Fig. 1: run 1, routing congestion map
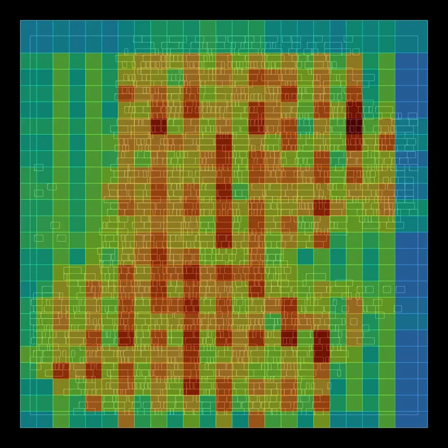
Fig. 2: run 1, signal wires on met4
Drawn at 2 px/um.
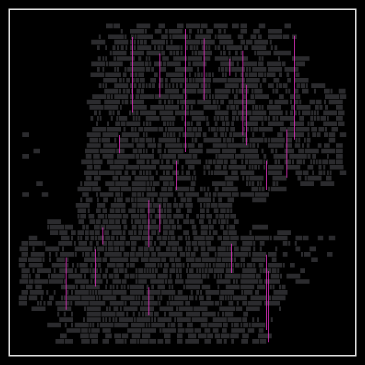
Fig. 3: run 1, zoomed window
Window x 119 to 139, y 33 to 53 um. Cells in gray, sequential cells in the stronger gray; small squares are vias.
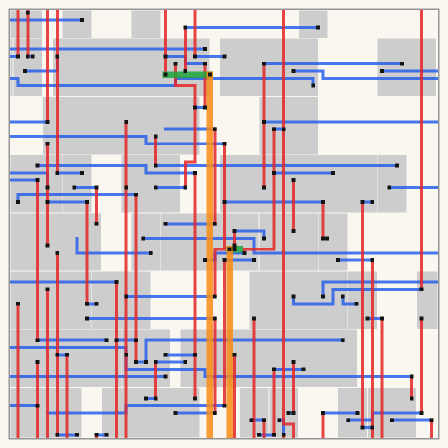
===== src/rtl/lattice_readout.sv =====
// Lattice frame readout.
// Streams one frame of 9-bank lattice cells out of BRAM in raster order.
// Each returned cell is shaded as density, |ux| or |uy| and queued in a
// 4-entry output FIFO behind a valid/ready handshake. Reads are credit
// limited, so every read in flight is guaranteed a FIFO slot.
module lattice_readout #(
  parameter  int HPIXELS    = 320,
  parameter  int VPIXELS    = 180,
  localparam int BRAM_DEPTH = HPIXELS * VPIXELS,
  localparam int BRAM_SIZE  = $clog2(BRAM_DEPTH),
  localparam int XW         = $clog2(HPIXELS),
  localparam int YW         = $clog2(VPIXELS)
) (
  input  logic                 clk_in,
  input  logic                 rst_in,
  input  logic                 start_in,
  input  logic [1:0]           mode_in,
  input  logic [8:0][7:0]      bram_data_in,
  output logic [BRAM_SIZE-1:0] addr_out,
  output logic [7:0]           pixel_out,
  output logic                 pixel_valid_out,
  input  logic                 pixel_ready_in,
  output logic [XW-1:0]        x_out,
  output logic [YW-1:0]        y_out,
  output logic                 busy_out,
  output logic                 frame_done_out
);

  // Bank order on bram_data_in.
  localparam int B_N  = 1;
  localparam int B_NE = 2;
  localparam int B_E  = 3;
  localparam int B_SE = 4;
  localparam int B_S  = 5;
  localparam int B_SW = 6;
  localparam int B_W  = 7;
  localparam int B_NW = 8;

  localparam logic [BRAM_SIZE-1:0] LAST_ADDR = BRAM_SIZE'(BRAM_DEPTH - 1);
  localparam logic [XW-1:0]        X_LAST    = XW'(HPIXELS - 1);
  localparam logic [YW-1:0]        Y_LAST    = YW'(VPIXELS - 1);

  typedef enum logic [1:0] {IDLE, READ, DRAIN} state_t;

  state_t               state_q, state_d;
  logic [1:0]           mode_q, mode_d;
  logic [BRAM_SIZE-1:0] addr_q, addr_d;
  logic                 busy_q, busy_d;
  logic                 done_q, done_d;
  // tag1: read issued last cycle; tag2: its data is on bram_data_in now.
  logic                 tag1_q, tag1_d;
  logic                 tag2_q, tag2_d;
  // Coordinates of the next cell to be pushed (returns arrive in order).
  logic [XW-1:0]        px_q, px_d;
  logic [YW-1:0]        py_q, py_d;
  logic [1:0]           wr_q, wr_d;
  logic [1:0]           rd_q, rd_d;
  logic [2:0]           count_q, count_d;
  logic [7:0]           fpix_q [4];
  logic [7:0]           fpix_d [4];
  logic [XW-1:0]        fx_q [4];
  logic [XW-1:0]        fx_d [4];
  logic [YW-1:0]        fy_q [4];
  logic [YW-1:0]        fy_d [4];

  logic [11:0] sum_all;
  logic [9:0]  east, west, north, south;
  logic [10:0] ux, uy, ux_abs, uy_abs;
  logic [7:0]  pix_calc;
  logic [2:0]  credit_used;
  logic        issue, push, pop;

  function automatic logic [7:0] sat8(input logic [10:0] v);
    return (v > 11'd255) ? 8'hFF : v[7:0];
  endfunction

  // Shading of the cell currently returning from BRAM.
  always_comb begin
    sum_all = '0;
    for (int unsigned i = 0; i < 9; i++) begin
      sum_all = sum_all + 12'(bram_data_in[i]);
    end
    east   = 10'(bram_data_in[B_NE]) + 10'(bram_data_in[B_E]) + 10'(bram_data_in[B_SE]);
    west   = 10'(bram_data_in[B_SW]) + 10'(bram_data_in[B_W]) + 10'(bram_data_in[B_NW]);
    north  = 10'(bram_data_in[B_NW]) + 10'(bram_data_in[B_N]) + 10'(bram_data_in[B_NE]);
    south  = 10'(bram_data_in[B_SE]) + 10'(bram_data_in[B_S]) + 10'(bram_data_in[B_SW]);
    ux     = 11'(east) - 11'(west);
    uy     = 11'(north) - 11'(south);
    ux_abs = ux[10] ? (~ux + 11'd1) : ux;
    uy_abs = uy[10] ? (~uy + 11'd1) : uy;
    case (mode_q)
      2'd1:    pix_calc = sat8(ux_abs);
      2'd2:    pix_calc = sat8(uy_abs);
      default: pix_calc = 8'(sum_all >> 4);
    endcase
  end

  // Next-state: FSM, credit-gated read issue, FIFO push/pop.
  // The shaded result is registered directly into the FIFO slot, so the
  // arithmetic stage register and the FIFO write are the same edge; this
  // gives first valid 4 cycles after start.
  always_comb begin
    state_d = state_q;
    mode_d  = mode_q;
    addr_d  = addr_q;
    busy_d  = busy_q;
    done_d  = 1'b0;
    px_d    = px_q;
    py_d    = py_q;
    wr_d    = wr_q;
    rd_d    = rd_q;
    fpix_d  = fpix_q;
    fx_d    = fx_q;
    fy_d    = fy_q;

    credit_used = count_q + 3'(tag1_q) + 3'(tag2_q);
    issue       = (state_q == READ) && (credit_used < 3'd4);
    push        = tag2_q;
    pop         = pixel_valid_out && pixel_ready_in;
    tag1_d      = issue;
    tag2_d      = tag1_q;

    case (state_q)
      IDLE: begin
        if (start_in) begin
          state_d = READ;
          mode_d  = mode_in;
          addr_d  = '0;
          busy_d  = 1'b1;
          px_d    = '0;
          py_d    = '0;
        end
      end
      READ: begin
        if (issue) begin
          if (addr_q == LAST_ADDR) state_d = DRAIN;
          else                     addr_d  = addr_q + BRAM_SIZE'(1);
        end
      end
      DRAIN: begin
        if (pop && fx_q[rd_q] == X_LAST && fy_q[rd_q] == Y_LAST) begin
          state_d = IDLE;
          busy_d  = 1'b0;
          done_d  = 1'b1;
        end
      end
      default: state_d = IDLE;
    endcase

    if (push) begin
      fpix_d[wr_q] = pix_calc;
      fx_d[wr_q]   = px_q;
      fy_d[wr_q]   = py_q;
      wr_d         = wr_q + 2'd1;
      if (px_q == X_LAST) begin
        px_d = '0;
        py_d = (py_q == Y_LAST) ? '0 : py_q + YW'(1);
      end else begin
        px_d = px_q + XW'(1);
      end
    end
    if (pop) rd_d = rd_q + 2'd1;
    count_d = count_q + 3'(push) - 3'(pop);
  end

  // State registers; reset also flushes the FIFO and in-flight tags.
  always_ff @(posedge clk_in) begin
    if (rst_in) begin
      state_q <= IDLE;
      mode_q  <= '0;
      addr_q  <= '0;
      busy_q  <= 1'b0;
      done_q  <= 1'b0;
      tag1_q  <= 1'b0;
      tag2_q  <= 1'b0;
      px_q    <= '0;
      py_q    <= '0;
      wr_q    <= '0;
      rd_q    <= '0;
      count_q <= '0;
      fpix_q  <= '{default: '0};
      fx_q    <= '{default: '0};
      fy_q    <= '{default: '0};
    end else begin
      state_q <= state_d;
      mode_q  <= mode_d;
      addr_q  <= addr_d;
      busy_q  <= busy_d;
      done_q  <= done_d;
      tag1_q  <= tag1_d;
      tag2_q  <= tag2_d;
      px_q    <= px_d;
      py_q    <= py_d;
      wr_q    <= wr_d;
      rd_q    <= rd_d;
      count_q <= count_d;
      fpix_q  <= fpix_d;
      fx_q    <= fx_d;
      fy_q    <= fy_d;
    end
  end

  assign addr_out        = addr_q;
  assign pixel_out       = fpix_q[rd_q];
  assign x_out           = fx_q[rd_q];
  assign y_out           = fy_q[rd_q];
  assign pixel_valid_out = (count_q != 3'd0);
  assign busy_out        = busy_q;
  assign frame_done_out  = done_q;

endmodule


===== config.mk =====
export PLATFORM = sky130hd
export DESIGN_NAME = lattice_readout
export DESIGN_NICKNAME = d
export VERILOG_FILES = /design/src/rtl/lattice_readout.sv
export SDC_FILE = /design/constraint.sdc
export NUM_CORES = 1
export LEC_CHECK = 0
export CAP_MARGIN = 20
export CORE_MARGIN = 4
export CORE_UTILIZATION = 41
export DETAILED_ROUTE_END_ITERATION = 16
export PLACE_DENSITY = 0.72
export REMOVE_ABC_BUFFERS = 1
export SKIP_LAST_GASP = 1
export SLEW_MARGIN = 20
export SYNTH_ARGS = -nofsm -noshare
export SYNTH_HDL_FRONTEND = slang
export SYNTH_SLANG_ARGS = --single-unit

===== constraint.sdc =====
create_clock -name clk_in -period 5.1 [get_ports clk_in]
set_clock_uncertainty 0.15 [all_clocks]
set_input_delay 0.51 -clock clk_in [delete_from_list [all_inputs] [get_ports clk_in]]
set_output_delay 0.51 -clock clk_in [all_outputs]
set_load 0.01 [all_outputs]

==> out/qor.yml, run 1 <==
final_core_util_pct: 55.56
hp-class: "register to register"
routed-wl-met3_mm: 1.457
finalMaxSlewViolations: 0
htreeDepth: 4
ir_drop_mv: 0.3880
whs_ns: 0.3009
viasPerCell: 5.286
power.density_nw_per_um2: 554.3
gr-total-overflow: 0
reg2reg_slack_ns: 2.08
ys_seq_share_pct: 26.71
drtPass1Iterations: 8
cts_tree: "done"
drive_above_1_share_pct: 19.74
drtIter0Drc: 550
cts_buffers: 17
max_freq_mhz: 198.8
status: "finished clean"
rows: 59
-- Fig. 1 (at the start) --
Wirelength per Cell: 16.05 um
met2 usage: 31.91%
met3 Resource Use GR: 2.904%
GRT Overall Usage: 19.16%

-- Fig. 2 (at the start) --
wire length on this layer: 534 um
share of all routed wire: 1.8%
longest straight run: 61.2 um
nets with wire on the layer: 17

-- Fig. 3 (at the start) --
legend:
  orange:
    layer: met4
  red:
    layer: met2
  blue:
    layer: met1
  green:
    layer: met3
cells with their middle in the window: 28
sequential cells in the window: 0
most frequent: inv_1 (9), fa_1 (5), buf_4 (5)

-- run 1: kinds of logic (layout without fill, tap and decap cells) --
logic type	count (synthesis)	count (layout)	share of synthesized area, %
buffers and inverters	243	466	8.257
XOR/XNOR	43	43	3.395
AND/OR/NAND/NOR	393	393	16.29
multiplexers	51	51	7.445
adder cells (fa/ha/maj)	158	158	25.40
AND-OR/OR-AND	225	225	12.50
flip-flops	148	148	26.71
-- run 1: layer usage --
layer  GRT usage [%]  vias up
li1                -     4579
met1           26.49     4708
met2           31.91      286
met3           2.904       42
met4           4.443        0
met5               0        -
-- run 1: registers in the layout (all words and copies together), names as in the netlist, 3 cells and up --
name / count
addr_out: 16
count_q: 3
fpix_q: 32
fx_q: 36
fy_q: 32
px_q: 9
py_q: 8
-- run 1: synth_stat cells, types with 3 or more instances --
library cell	count	area share (%)
a211oi_1	6	0.41
a21o_1	4	0.27
a21oi_1	109	4.9
a31o_1	4	0.32
a31oi_1	5	0.28
and2_1	9	0.51
and3_1	10	0.56
buf_1	10	0.34
clkbuf_1	49	1.7
dfxtp_1	148	27
fa_1	112	20
ha_1	46	5.2
inv_1	181	6.1
mux2i_1	24	2.2
mux4_2	25	5.1
nand2_1	188	6.4
nand2b_1	4	0.23
nand3_1	13	0.59
nand3b_1	4	0.27
nand4_1	6	0.34
nand4b_1	5	0.39
nor2_1	85	2.9
nor2b_1	15	0.85
nor3_1	10	0.45
nor3b_1	15	1.0
nor4_1	5	0.28
o21a_1	3	0.20
o21ai_0	27	1.2
o21bai_1	3	0.20
o22ai_1	20	1.1
o32ai_1	9	0.71
o41ai_1	4	0.32
or2_2	4	0.23
or3_1	10	0.56
xnor2_1	17	1.3
xor2_1	26	2.1
-- run 1: worst min path at each step --
stage | to | slack (ns) | cells past startpoint
2_1_floorplan | fx_q[10] | 0.28 | 2
3_3_place_gp | fx_q[24] | 0.29 | 2
3_5_place_dp | fy_q[0] | 0.29 | 2
4_1_cts | fy_q[0] | 0.30 | 2
5_1_grt | fx_q[20] | 0.32 | 2
6_report | fy_q[0] | 0.30 | 2
-- run 1: layout make-up --
cell class / instances / area [um2]
multi-input combinational: 870 / 7726
clock buffer: 23 / 478.0
clock inverter: 7 / 97.59
sequential: 148 / 2964
fill: 2272 / 11710
tap: 335 / 419.2
timing repair buffer: 255 / 2277
inverter: 181 / 679.4
-- run 1: critical path, cell delays in order --
cell and delay, ns:
clkdlybuf4s50_1 0.49, inv_1 0.06, fa_1 0.49, fa_1 0.50
inv_1 0.06, fa_1 0.55, inv_2 0.05, ha_4 0.16
a21o_1 0.19, or4_4 0.44, o32ai_4 0.13, o21ai_1 0.13
or4_4 0.57, a21oi_1 0.20, o2bb2ai_2 0.09, o31ai_4 0.39
a211oi_2 0.12
-- run 1: repair_timing --
action,4_1_cts,5_1_grt
setup buffers,3,11
gates cloned,0,1
endpoints found under the hold margin,0,0
setup endpoints to repair,32,32
resized,37,126
hold buffers,0,0
pin swaps,30,57
-- run 1: power by group --
group	switching [mW]	leakage (nW)	internal, mW
clock	0.467	0.276	0.756
combinational	2.91	4.72	2.72
sequential	0.0710	1.19	1.19
total	3.45	6.19	4.67
Fig. 4: run 1, routed metal, one color a layer
Drawn at 2 px/um.
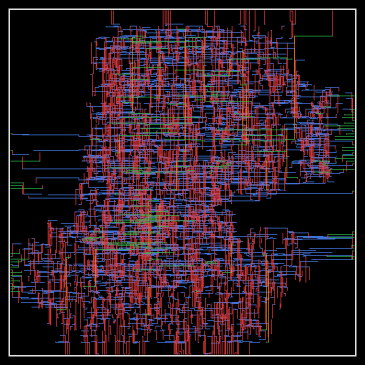

==> run 1 -> run 2 <==
- CAP_MARGIN: 20 -> not set
- SKIP_CTS_REPAIR_TIMING: not set -> 1
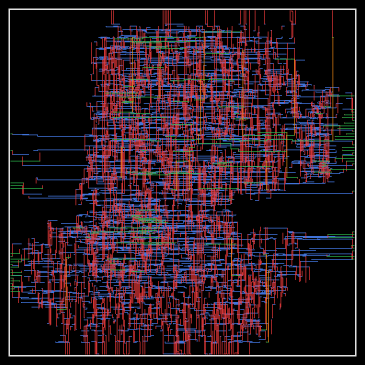
Fig. 5. Routed metal, one color a layer (run 2).
Drawn at 2 px/um.
legend:
  green:
    layer: met3
    wire_length: 1260 um
  orange:
    layer: met4
    wire_length: 462 um
  blue:
    layer: met1
    wire_length: 12800 um
  red:
    layer: met2
    wire_length: 13900 um

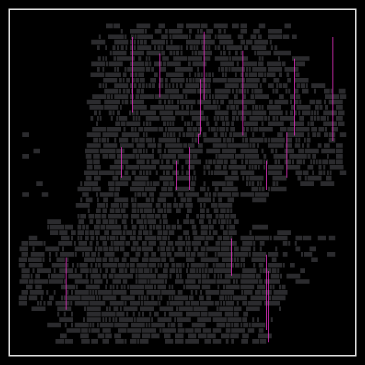
Fig. 6. Signal wires on met4 (run 2).
Drawn at 2 px/um.
drt total wl: 28.40 mm
vias after detailed routing: 9457

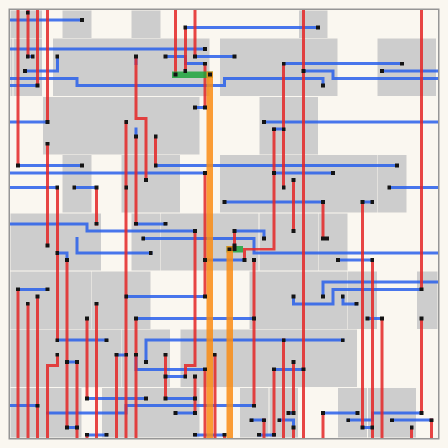
Fig. 7. Zoomed window (run 2).
Window x 119 to 139, y 33 to 53 um. Cells in gray, sequential cells in the stronger gray; small squares are vias.
legend:
  green:
    layer: met3
  blue:
    layer: met1
  orange:
    layer: met4
  red:
    layer: met2
most frequent: inv_1 (9), fa_1 (5), buf_4 (5)
cells with their middle in the window: 27
sequential cells in the window: 0

==> run 2 against run 1 <==
  * Largest cell class unchanged
  * Register-to-register slack about the same
  * Highest routed layer unchanged
  * Setup slack better by 0.054 ns
  * Global-route usage down 0.15 points
==> out/qor.yml, run 2 <==
drive_above_1_share_pct: 18.53
cpPeakStageDelay_ns: 0.57
top_cells_by_count: "nand2_1 (188), inv_1 (181), dfxtp_1 (148)"
drtPass1Iterations: 5
rows: 59
largest_area_cell: "dfxtp_1"
max_freq_mhz: 200.9
slowest_stage: "or4_4"
power.density_nw_per_um2: 538.2
reg2reg_slack_ns: 2.08
grt.total_usage_pct: 19.01
ys_seq_share_pct: 26.71
synth.top_cells.by_area: "dfxtp_1 (27%), fa_1 (20%), nand2_1 (6.4%)"
synth_top_area_share_pct: 26.71
gr-total-overflow: 0
cts_buffers: 17
crit_chain: "dlymetal6s2s_1 -> buf_4 -> fa_1 -> fa_1 -> inv_1 -> fa_2 -> inv_1 -> ha_1 -> a211oi_4 -> nor2_1 -> xor2_1 -> or3_4 -> or4_4 -> a21oi_4 -> o21ai_1 -> a221o_1 -> a31o_1"
hp-class: "register to register"
status: "finished clean"
viasPerCell: 5.213
largest_registers: "fx_q x36, fpix_q x32, fy_q x32"
cts_tree: "done"
wl_per_cell_um: 15.65
most_common_cell: "nand2_1"
ir_drop_mv: 0.3986
largest_reg_flops: 36
run 2: cell counts after synthesis:
Identical to the previous run, type by type.
run 2: through the flow:
step / setup slack, ns / hold slack [ns] / util [%] / instance area [um2]
finish: 0.1235 / 0.3015 / 55.25 / 14560
global placement: -0.5461 / 0.2886 / 50.88 / 13410
detailed placement: -0.7056 / 0.2937 / 50.88 / 13410
global route: -0.05891 / 0.3193 / 55.25 / 14560
CTS: -0.2725 / 0.3015 / 53.06 / 13980
floorplan: -0.01664 / 0.2771 / - / 10860
run 2: routing by layer:
layer  track usage [%]  vias to the layer above  wire length (um)
met2             31.58                      239             13890
li1                  -                     4559                 -
met3             2.583                       33              1263
met5                 0                        -                 0
met1             26.51                     4626             12780
met4             4.443                        0               461
run 2: logic make-up (layout without fill, tap and decap cells):
family                     after synthesis  in the layout  synth area share [%]
adders and majority gates              158            158                 25.40
muxes                                   51             51                 7.445
xor gates and xnor gates                43             43                 3.395
AOI/OAI and AO/OA                      225            225                 12.50
buffers and inverters                  243            461                 8.257
and+or+nand+nor                        393            393                 16.29
DFF                                    148            148                 26.71
run 2: power by group:
group / internal (mW) / switching (mW)
clock: 0.756 / 0.466
combinational: 2.63 / 2.72
sequential: 1.19 / 0.0714
total: 4.58 / 3.26
run 2: layout make-up:
cell class	count	area, um2
tap	335	419.2
inverter	181	679.4
timing repair buffer	250	2302
fill	2266	11790
clock buffer	23	478.0
multi-input combinational	870	7621
sequential	148	2964
clock inverter	7	97.59
run 2: how the worst min path moves through the flow:
| stage | from | endpoint | slack (ns) | cells past startpoint |
|---|---|---|---|---|
| 2_1_floorplan | fx_q[10] | fx_q[10] | 0.28 | 2 |
| 3_3_place_gp | fx_q[24] | fx_q[24] | 0.29 | 2 |
| 3_5_place_dp | fy_q[0] | fy_q[0] | 0.29 | 2 |
| 4_1_cts | fy_q[0] | fy_q[0] | 0.30 | 2 |
| 5_1_grt | fx_q[20] | fx_q[20] | 0.32 | 2 |
| 6_report | fy_q[23] | fy_q[23] | 0.30 | 2 |
run 2: critical path: cells and delay by family:
family,cells,cell delay (ns)
adder cells (fa/ha/maj),4,1.89
AND-OR/OR-AND,5,1.13
AND/OR/NAND/NOR,3,1.04
buffers and inverters,4,0.42
XOR/XNOR,1,0.16
Fig. 8: run 2, routed clock nets over the placement
Drawn at 1.5 px/um.
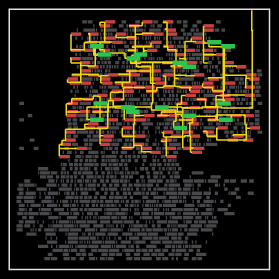

==> run 2 -> run 3 <==
- CORE_UTILIZATION: 41 -> 52
- CTS_CLUSTER_DIAMETER: not set -> 40
- PLACE_DENSITY: 0.72 -> 0.86
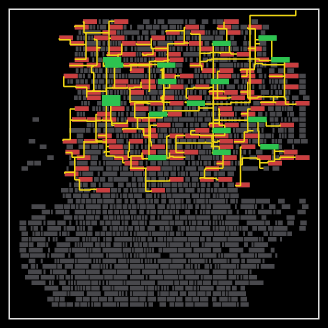
Fig. 9. Routed clock nets over the placement (run 3).
Drawn at 2 px/um.
legend:
  red:
    item: flip-flops
    count: 148
  green:
    item: cells driving clock nets
    count: 17
  yellow:
    item: clock wires
    length: 1700 um
routed clock nets: 18

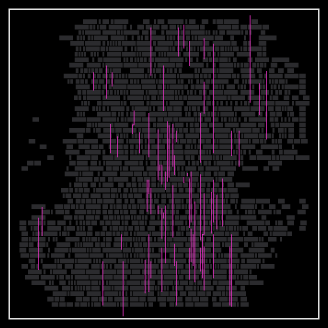
Fig. 10. Signal wires on met4 (run 3).
Drawn at 2 px/um.
nets with wire on the layer: 63
longest straight run: 54.4 um
main direction: vertical
wire length on this layer: 1290 um
share of all routed wire: 3.8%

==> run 3 against run 2 <==
  * The flow now finishes with violations (negative setup slack)
  * Sequential power is essentially flat
  * Synthesized area unchanged
  * Largest cell class unchanged
  * Cell count down 2.9%
  * Sequential cell count did not move
  * Critical path type unchanged
  * Worst hold slack gained 0.00053 ns
  * Via count grew 9.7%
==> out/qor.yml, run 3 <==
status: "finished, violations left"
violations: "negative setup slack"
reg2reg_slack_ns: 2.01
crit_buf_inv: 7
simple_gate_share_pct: 16.29
hp-class: "register to register"
dr_total_vias: 10370
fillers: 1351
synth_xor_xnor_area_share_pct: 3.395
rows: 53
cpPeakStageDelay_ns: 0.49
largest_area_cell: "dfxtp_1"
routed_wl_mm: 33.85
place_area_um2: 13330
grt.total_usage_pct: 24.65
finalSetupViolations: 20
drtPass1Iterations: 6
ys_seq_share_pct: 26.71
design_area_um2: 14540
ir_drop_mv: 0.4760
logic_area_um2: 7671
worstHoldPathCells: 2
netlist_logic_family_top: "adder cells"
hold_path_end: "fy_q[4]"
viasPerCell: 5.889
layout_setup_ws_ns: -0.1187
largest_registers: "fx_q x36, fpix_q x32, fy_q x32"
path_common_cell: "inv_1"
wl_per_cell_um: 19.22
drive_above_1_share_pct: 19.11
cts_buffers: 17
synth.top_cells.by_area: "dfxtp_1 (27%), fa_1 (20%), nand2_1 (6.4%)"
top_cells_by_count: "nand2_1 (188), inv_1 (181), dfxtp_1 (148)"
worstHoldStart: "fy_q[4]"
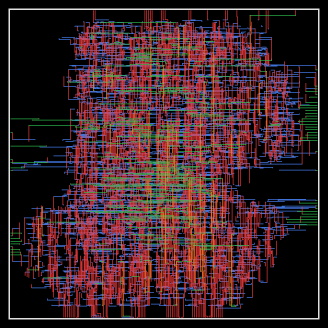
Fig. 11. Routed metal, one color a layer (run 3).
Drawn at 2 px/um.
legend:
  orange:
    layer: met4
    wire_length: 1290 um
  blue:
    layer: met1
    wire_length: 12600 um
  red:
    layer: met2
    wire_length: 16900 um
  green:
    layer: met3
    wire_length: 3020 um

run 3: cell count changes in the layout (fill, tap and decap cells not counted), sizes merged:
cell,change
clkbuf,-6
dlymetal6s2s,-7
bufinv,-2
buf,+4
clkinv,+4
clkdlybuf4s50,+9
inv,+4
clkinvlp,+1
run 3: layout make-up:
class	count	area share (%)
clock buffer	18	3.021
clock inverter	14	0.8264
inverter	181	4.674
multi-input combinational	870	52.78
sequential	148	20.39
tap	275	2.367
timing repair buffer	255	15.94
run 3: worst reg2reg max path, cell delays in order (launching register included):
cell      delay [ns]
dfxtp_1         1.10
buf_4           0.36
mux4_2          0.35
nand4b_1        0.22
nor4_1          0.47
nand2_1         0.13
a21oi_1         0.16
nor2_1          0.05
run 3: how the worst max path moves through the flow:
| stage | from | end | slack (ns) | cells past startpoint |
|---|---|---|---|---|
| detailed placement | bram_data_in[33] | fpix_q[24] | -0.69 | 19 |
| CTS | bram_data_in[33] | fpix_q[24] | -0.26 | 19 |
| global placement | bram_data_in[33] | fpix_q[15] | -0.55 | 19 |
| floorplan | bram_data_in[50] | fpix_q[11] | -0.02 | 14 |
| global route | bram_data_in[28] | fpix_q[22] | -0.31 | 20 |
| finish | bram_data_in[48] | fpix_q[29] | -0.12 | 20 |
run 3: per-layer routing:
metal	wire length [um]	track usage (%)	vias up	share of wire, %
li1	-	-	4567	-
met1	12630	32.06	5027	37
met2	16910	42.57	625	50
met3	3017	3.884	152	8.9
met4	1286	7.275	0	3.8
met5	0	0	-	0
run 3: stage by stage:
| stage | power (mW) | setup TNS, ns |
|---|---|---|
| 2_1_floorplan | 3.869 | -0.06658 |
| 3_3_place_gp | 5.625 | -15.29 |
| 3_5_place_dp | 5.802 | -19.25 |
| 4_1_cts | 7.012 | -5.570 |
| 5_1_grt | 8.578 | -6.791 |
| 6_report | 8.166 | -0.7810 |
run 3: cell families after synthesis:
group	count (synthesis)
buffers and inverters	243
adders and majority gates	158
and+or+nand+nor	393
muxes	51
xor gates and xnor gates	43
AOI/OAI and AO/OA	225
DFF	148
run 3: where the power goes:
group,internal (mW),switching [mW]
clock,0.649,0.536
combinational,2.62,3.07
sequential,1.19,0.0957
Power and IR drop assume default switching activity.
